**config.mk**
```make
export PLATFORM = sky130hd
export DESIGN_NAME = stream_upsize_flush
export DESIGN_NICKNAME = d
export VERILOG_FILES = /design/src/rtl/stream_upsize_flush.sv
export SDC_FILE = /design/constraint.sdc
export NUM_CORES = 1
export LEC_CHECK = 0
export CAP_MARGIN = 20
export CORE_ASPECT_RATIO = 1.4
export CORE_MARGIN = 3
export CORE_UTILIZATION = 50
export CTS_BUF_LIST = sky130_fd_sc_hd__clkbuf_16
export CTS_CLUSTER_DIAMETER = 80
export DETAILED_ROUTE_END_ITERATION = 10
export HOLD_SLACK_MARGIN = 0.12
export MAX_ROUTING_LAYER = met4
export PLACE_DENSITY = 0.78
export RECOVER_POWER = 50
export SYNTH_ARGS = -nofsm -noshare
export SYNTH_HDL_FRONTEND = slang
export SYNTH_SLANG_ARGS = --single-unit
```
**constraint.sdc**
```tcl
create_clock -name clk -period 2.25 [get_ports clk]
set_input_delay 0.675 -clock clk [delete_from_list [all_inputs] [get_ports clk]]
set_output_delay 0.675 -clock clk [all_outputs]
set_load 0.05 [all_outputs]
```
**src/rtl/stream_upsize_flush.sv**
```systemverilog
// Width-upsizing stream converter: packs T_DATA_RATIO narrow beats into one wide word
// with a lane keep mask, selectable lane order and an optional idle-timeout partial flush.
module stream_upsize_flush #(
  parameter int unsigned T_DATA_WIDTH  = 8,
  parameter int unsigned T_DATA_RATIO  = 4,
  parameter int unsigned T_WIDTH_RATIO = $clog2(T_DATA_RATIO),
  parameter int unsigned PACK_ORDER    = 0,
  parameter int unsigned FLUSH_TIMEOUT = 0
) (
  input  logic                    clk,
  input  logic                    rst,
  input  logic [T_DATA_WIDTH-1:0] s_data_i,
  input  logic                    s_last_i,
  input  logic                    s_valid_i,
  output logic                    s_ready_o,
  output logic [T_DATA_WIDTH-1:0] m_data_o [T_DATA_RATIO-1:0],
  output logic [T_DATA_RATIO-1:0] m_keep_o,
  output logic                    m_last_o,
  output logic                    m_valid_o,
  input  logic                    m_ready_i
);

  localparam int unsigned CW = T_WIDTH_RATIO + 1;
  localparam int unsigned IW = (FLUSH_TIMEOUT > 0) ? $clog2(FLUSH_TIMEOUT + 1) : 1;
  localparam logic [CW-1:0] CNT_LAST = CW'(T_DATA_RATIO - 1);
  localparam logic [IW-1:0] IDLE_MAX = IW'(FLUSH_TIMEOUT);

  logic [T_DATA_WIDTH-1:0] acc_q  [T_DATA_RATIO-1:0];
  logic [T_DATA_WIDTH-1:0] acc_d  [T_DATA_RATIO-1:0];
  logic [T_DATA_WIDTH-1:0] data_q [T_DATA_RATIO-1:0];
  logic [T_DATA_WIDTH-1:0] data_d [T_DATA_RATIO-1:0];
  logic [T_DATA_WIDTH-1:0] word_c [T_DATA_RATIO-1:0];
  logic [T_DATA_RATIO-1:0] keep_q, keep_d, keep_c;
  logic [CW-1:0]           cnt_q, cnt_d;
  logic [IW-1:0]           idle_q, idle_d;
  logic                    last_q, last_d;
  logic                    valid_q, valid_d;
  logic                    slot_free, hs, flush, load;

  // Beat index that lands in a given lane.
  function automatic logic [CW-1:0] beat_of(input int unsigned lane);
    if (PACK_ORDER != 0) return CW'(T_DATA_RATIO - 1 - lane);
    return CW'(lane);
  endfunction

  assign s_ready_o = slot_free;
  assign m_data_o  = data_q;
  assign m_keep_o  = keep_q;
  assign m_last_o  = last_q;
  assign m_valid_o = valid_q;

  // Next-state: accumulate, complete, flush, retire.
  always_comb begin
    acc_d   = acc_q;
    data_d  = data_q;
    keep_d  = keep_q;
    last_d  = last_q;
    valid_d = valid_q;
    cnt_d   = cnt_q;
    idle_d  = idle_q;
    keep_c  = '0;

    slot_free = ~valid_q | m_ready_i;
    hs        = s_valid_i & slot_free;
    flush     = (FLUSH_TIMEOUT != 0) && !hs && (cnt_q != '0) &&
                (idle_q == IDLE_MAX) && slot_free;
    load      = (hs & ((cnt_q == CNT_LAST) | s_last_i)) | flush;

    // Candidate output word: held lanes, the incoming beat, zeros beyond.
    for (int unsigned l = 0; l < T_DATA_RATIO; l++) begin
      if (beat_of(l) < cnt_q) begin
        word_c[l] = acc_q[l];
        keep_c[l] = 1'b1;
      end else if ((beat_of(l) == cnt_q) && hs) begin
        word_c[l] = s_data_i;
        keep_c[l] = 1'b1;
      end else begin
        word_c[l] = '0;
      end
    end

    if (load) begin
      data_d  = word_c;
      keep_d  = keep_c;
      last_d  = hs & s_last_i;
      valid_d = 1'b1;
      cnt_d   = '0;
      for (int unsigned l = 0; l < T_DATA_RATIO; l++) acc_d[l] = '0;
    end else begin
      if (hs) begin
        for (int unsigned l = 0; l < T_DATA_RATIO; l++) begin
          if (beat_of(l) == cnt_q) acc_d[l] = s_data_i;
        end
        cnt_d = cnt_q + CW'(1);
      end
      if (valid_q & m_ready_i) valid_d = 1'b0;
    end

    // Idle counter only runs while a partial word waits for more input.
    if ((FLUSH_TIMEOUT == 0) || hs || (cnt_q == '0) || flush) begin
      idle_d = '0;
    end else if (idle_q != IDLE_MAX) begin
      idle_d = idle_q + IW'(1);
    end
  end

  always_ff @(posedge clk) begin
    if (rst) begin
      for (int unsigned l = 0; l < T_DATA_RATIO; l++) begin
        acc_q[l]  <= '0;
        data_q[l] <= '0;
      end
      keep_q  <= '0;
      last_q  <= 1'b0;
      valid_q <= 1'b0;
      cnt_q   <= '0;
      idle_q  <= '0;
    end else begin
      acc_q   <= acc_d;
      data_q  <= data_d;
      keep_q  <= keep_d;
      last_q  <= last_d;
      valid_q <= valid_d;
      cnt_q   <= cnt_d;
      idle_q  <= idle_d;
    end
  end

endmodule

```
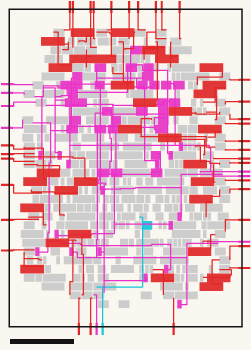
Figure 1: run 1, I/O nets highlighted.
The bar under the picture is 20 um long.
legend:
  `m_data_o`:
    colour: red
    direction: output
    edge: 13 east, 10 north, 6 west, 3 south
    end_cells: 32
    buffers: 32
    wire: 699 um
  `s_data_i`:
    colour: magenta
    direction: input
    edge: 4 west, 3 east, 1 south
    end_cells: 48
    buffers: 8
    wire: 1000 um
  `s_ready_o`:
    colour: cyan
    direction: output
    edge: south
    end_cells: 1
    buffers: 1
    wire: 49.5 um

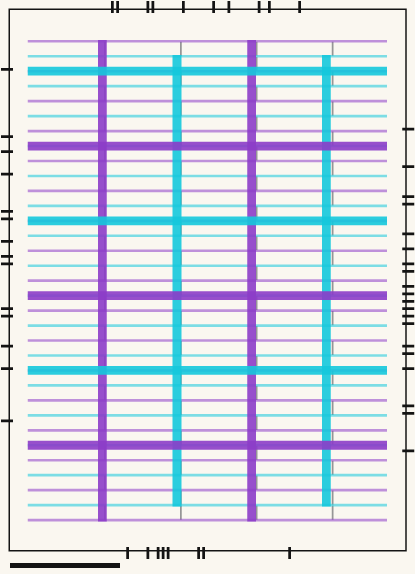
Figure 2: run 1, floorplan with the power grid.
The bar under the picture is 20 um long. Pins as bars on the die edge. Tap cells in grey.
legend:
  VDD:
    colour: cyan
  VSS:
    colour: purple
tap cells: 68
met5 straps: 6
signal pins: 52
met4 straps: 4

==> notes.md, run 1 <==
• **run status** completed
• **register cell area after layout** 1461 sq um
• **average instance area after synthesis** 9.541 sq um
• **Finish-stage setup viols** 0
• **internal power component** 2283 uW
• **clock-pin slew reported for the worst setup and hold paths after clock tree synthesis** 50 ps
• **critical-path cell with the highest stage delay** clkdlybuf4s50_1
• **post-DR vias/cell** 5.665
• **hold path startpoint** acc_q[13]
• **Cells after Synth** 318
• **hold worst-path end** acc_q[13]
• **drt drc** 0
• **die width** 71.84 um
• **DRT iter0 DRCs** 91
• **flip-flop and latch share of the layout cell area** 37.15%
• **most common library cells after synthesis** 73 x dfxtp_1, 49 x nor2_1, 37 x nand2_1, 17 x nor3_1
• **RSZ-0062 raised after global routing** no
• **register share of total power** 44.2%
• **combinational cell fraction of total power** 17.9%
• **seq_cells** 73
• **CTS tree** built
• **number of fillers in the final layout** 449
• **max-cap viol count** 0
• **hold buffers post-CTS** 0
• **cell accounting for the most synthesized area** dfxtp_1
• **cells taking the most area after synthesis** dfxtp_1 48%, nor2_1 6.1%, mux2i_1 5.3%
• **proportion of layout cells with a drive suffix above 1** 15.94%
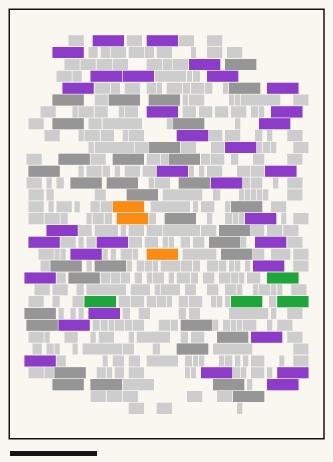
Figure 3: run 1, sequential cells coloured by netlist name.
The bar under the picture is 20 um long.
legend:
  `cnt_q`:
    colour: orange
    flops: 3
  `m_keep_o`:
    colour: green
    flops: 4
  `m_data_o`:
    colour: purple
    flops: 32
    where: widely spread
not coloured: 34

[run 1: layer usage]
layer / track usage, % / vias to the layer above / wire (um)
met5: - / - / 0
met4: 10.71 / 0 / 210
li1: - / 1250 / -
met2: 35.06 / 84 / 3573
met1: 27.55 / 1238 / 3112
met3: 4.943 / 17 / 402
[run 1: what timing repair did]
| item | in CTS | in global routing |
|---|---|---|
| setup endpoints to repair | 1 | 6 |
| pin swaps | 0 | 0 |
| gates resized | 2 | 5 |
| buffers inserted | 2 | 0 |
[run 1: power by group through the flow]
stage	clock (uW)	sequential [uW]	combinational [uW]
after floorplan	0	1560	228
after global placement	0	1410	560
after detailed placement	0	1420	567
after CTS	1220	1390	573
after global routing	1270	1400	599
final	1190	1390	564
[run 1: registers in the layout, indices dropped and copies added (netlist names)]
signal / flops
acc_q: 32
m_data_o: 32
m_keep_o: 4
cnt_q: 3
m_last_o: 1
m_valid_o: 1
[run 1: metrics by stage]
stage	cell area (sq um)	util [%]	total power [uW]	TNS, ps
2_1_floorplan	3034	-	1791	0
5_1_grt	3934	69.19	3269	0
6_report	3934	69.19	3148	0
3_5_place_dp	3689	64.88	1985	-6178
4_1_cts	3963	69.70	3185	0
3_3_place_gp	3689	64.88	1975	-4958
[run 1: layout by cell type (no fill, tap or decap), types with 3 or more instances in the layout]
cell type        Yosys  layout
a221oi_1            16      16
nor2_2               9       9
and2_1               8       4
nor2_1              49      49
a2111oi_1            8       5
nor3_1              17      17
nor3_2               8       8
clkdlybuf4s50_1      0      48
ha_1                 3       3
clkbuf_16            0       9
nand3_1              5       6
buf_12               0       3
dfxtp_1             73      73
a311oi_1             8       8
inv_1                2       4
a21oi_1             11      11
nand2_1             37      37
mux2i_1             16      16
and2_0               0       4
clkinv_1             0       4
buf_4                4      20
clkbuf_2             0       4
==> run 2, diff against run 1 <==
Settings changed: CORE_MARGIN 3 to unset.
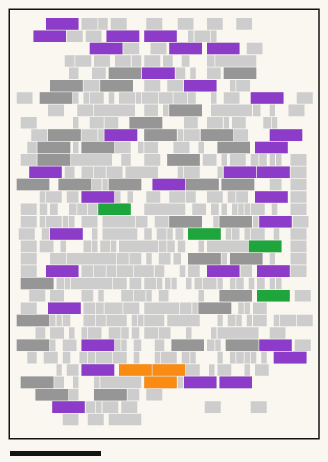
Figure 4: run 2, sequential cells coloured by netlist name.
The bar under the picture is 20 um long.
legend:
  `m_keep_o`:
    colour: green
    flops: 4
  `cnt_q`:
    colour: orange
    flops: 3
  `m_data_o`:
    colour: purple
    flops: 32
    where: widely spread
not coloured: 34

==> notes.md, run 2 <==
• **proportion of layout cells with a drive suffix above 1** 16.33%, +0.39 points
• **max-cap viol count** 0, unchanged
• **Crit path largest cell delay** 390 ps
• **met1 routed wirelength after detailed routing** 3191 um, +2.5%
• **cell accounting for the most synthesized area** dfxtp_1
• **highest metal layer with signal wires** met4
• **CTS tree** built
• **beginning of the worst register-to-register path** cnt_q[2]
• **drt drc** 0, unchanged
• **RSZ-0062 raised after global routing** no
• **number of fillers in the final layout** 485, +8.0%
• **die width** 67.84 um, -5.6%
• **switching power** 886.5 uW
• **commonest non-fill, non-tap cells in the layout** 73 x dfxtp_1, 50 x clkdlybuf4s50_1, 49 x nor2_1, 37 x nand2_1, 21 x buf_4
• **run status** completed
• **wire length on met2** 3572 um, about the same
• **most used routing layer in global routing** met2
• **Cells after Synth** 318, unchanged
• **DRT iter0 DRCs** 211, +130%
• **Global Route met1 Usage** 32.93%, +5.4 points
• **Finish-stage setup viols** 0, unchanged
• **internal power component** 2400 uW, +5.1%
• **GRT met2 Usage** 38.70%, +3.6 points
• **post-DR vias/cell** 5.597, -1.2%
• **amount of wire on met3 after detailed routing** 342 um, -15%
• **R2R Path End** cnt_q[1]
• **critical-path cell with the highest stage delay** clkdlybuf4s50_1
• **Commonest Layout Cell** dfxtp_1
• **hold worst-path end** acc_q[24]
• **most common library cells after synthesis** 73 x dfxtp_1, 49 x nor2_1, 37 x nand2_1, 17 x nor3_1
• **combinational cell fraction of total power** 17.2%, -0.7 points
• **register share of total power** 42.3%, -1.9 points
• **clock-pin slew reported for the worst setup and hold paths after clock tree synthesis** 50 ps, about the same
## run 2: netlist changes by cell type in the layout (fill, tap and decap cells not counted), sizes merged
cell           previous run  this run
clkdlybuf4s50            48        50
clkbuf                   16        17
clkinv                    6         5
dlygate4sd3               1         0
bufinv                    0         1
dlymetal6s2s              1         0
buf                      23        25
## run 2: layout make-up
class	count	area, sq um	share of cell area, %
Clock buffer	9	225.2	5.651
Clock inverter	7	52.55	1.319
Inverter	4	22.52	0.5651
Sequential cell	73	1461	36.67
Timing Repair Buffer	83	777.0	19.50
Tap cell	70	87.58	2.198
Multi-Input combinational cell	216	1359	34.10
## run 2: metrics by stage
step	util (%)	cell area, sq um	total power [uW]	TNS, ps	std cells
floorplan	-	3034	1791	0	318
global placement	63.08	3699	1971	-2318	442
detailed placement	63.08	3699	1982	-5018	442
CTS	68.08	3991	3309	0	459
global route	67.97	3985	3410	0	462
finish	67.97	3985	3286	0	462
## run 2: how the worst max path moves through the flow
stage | from | to | slack, ps | cells past startpoint
final | m_ready_i | s_ready_o | 30 | 4
after global routing | m_ready_i | s_ready_o | 5 | 4
after CTS | m_ready_i | s_ready_o | 10 | 4
after detailed placement | m_ready_i | m_data_o[29] | -150 | 7
after global placement | m_ready_i | s_ready_o | -90 | 4
after floorplan | m_ready_i | m_data_o[12] | 240 | 8
## run 2: power groups by stage
stage          Clock (uW)  Sequential, uW  Combinational (uW)
4_1_cts              1350            1390                 570
2_1_floorplan           0            1560                 228
5_1_grt              1410            1400                 605
3_5_place_dp            0            1420                 565
3_3_place_gp            0            1420                 556
6_report             1330            1390                 567
## run 2: what timing repair did
action                                  in CTS  in global routing
endpoints found under the setup margin       1                  1
gates resized                                3                  0
setup buffers                                1                  3
hold buffers                                 0                  0
Power figures rest on the tool's default switching activity, not on a simulated workload.
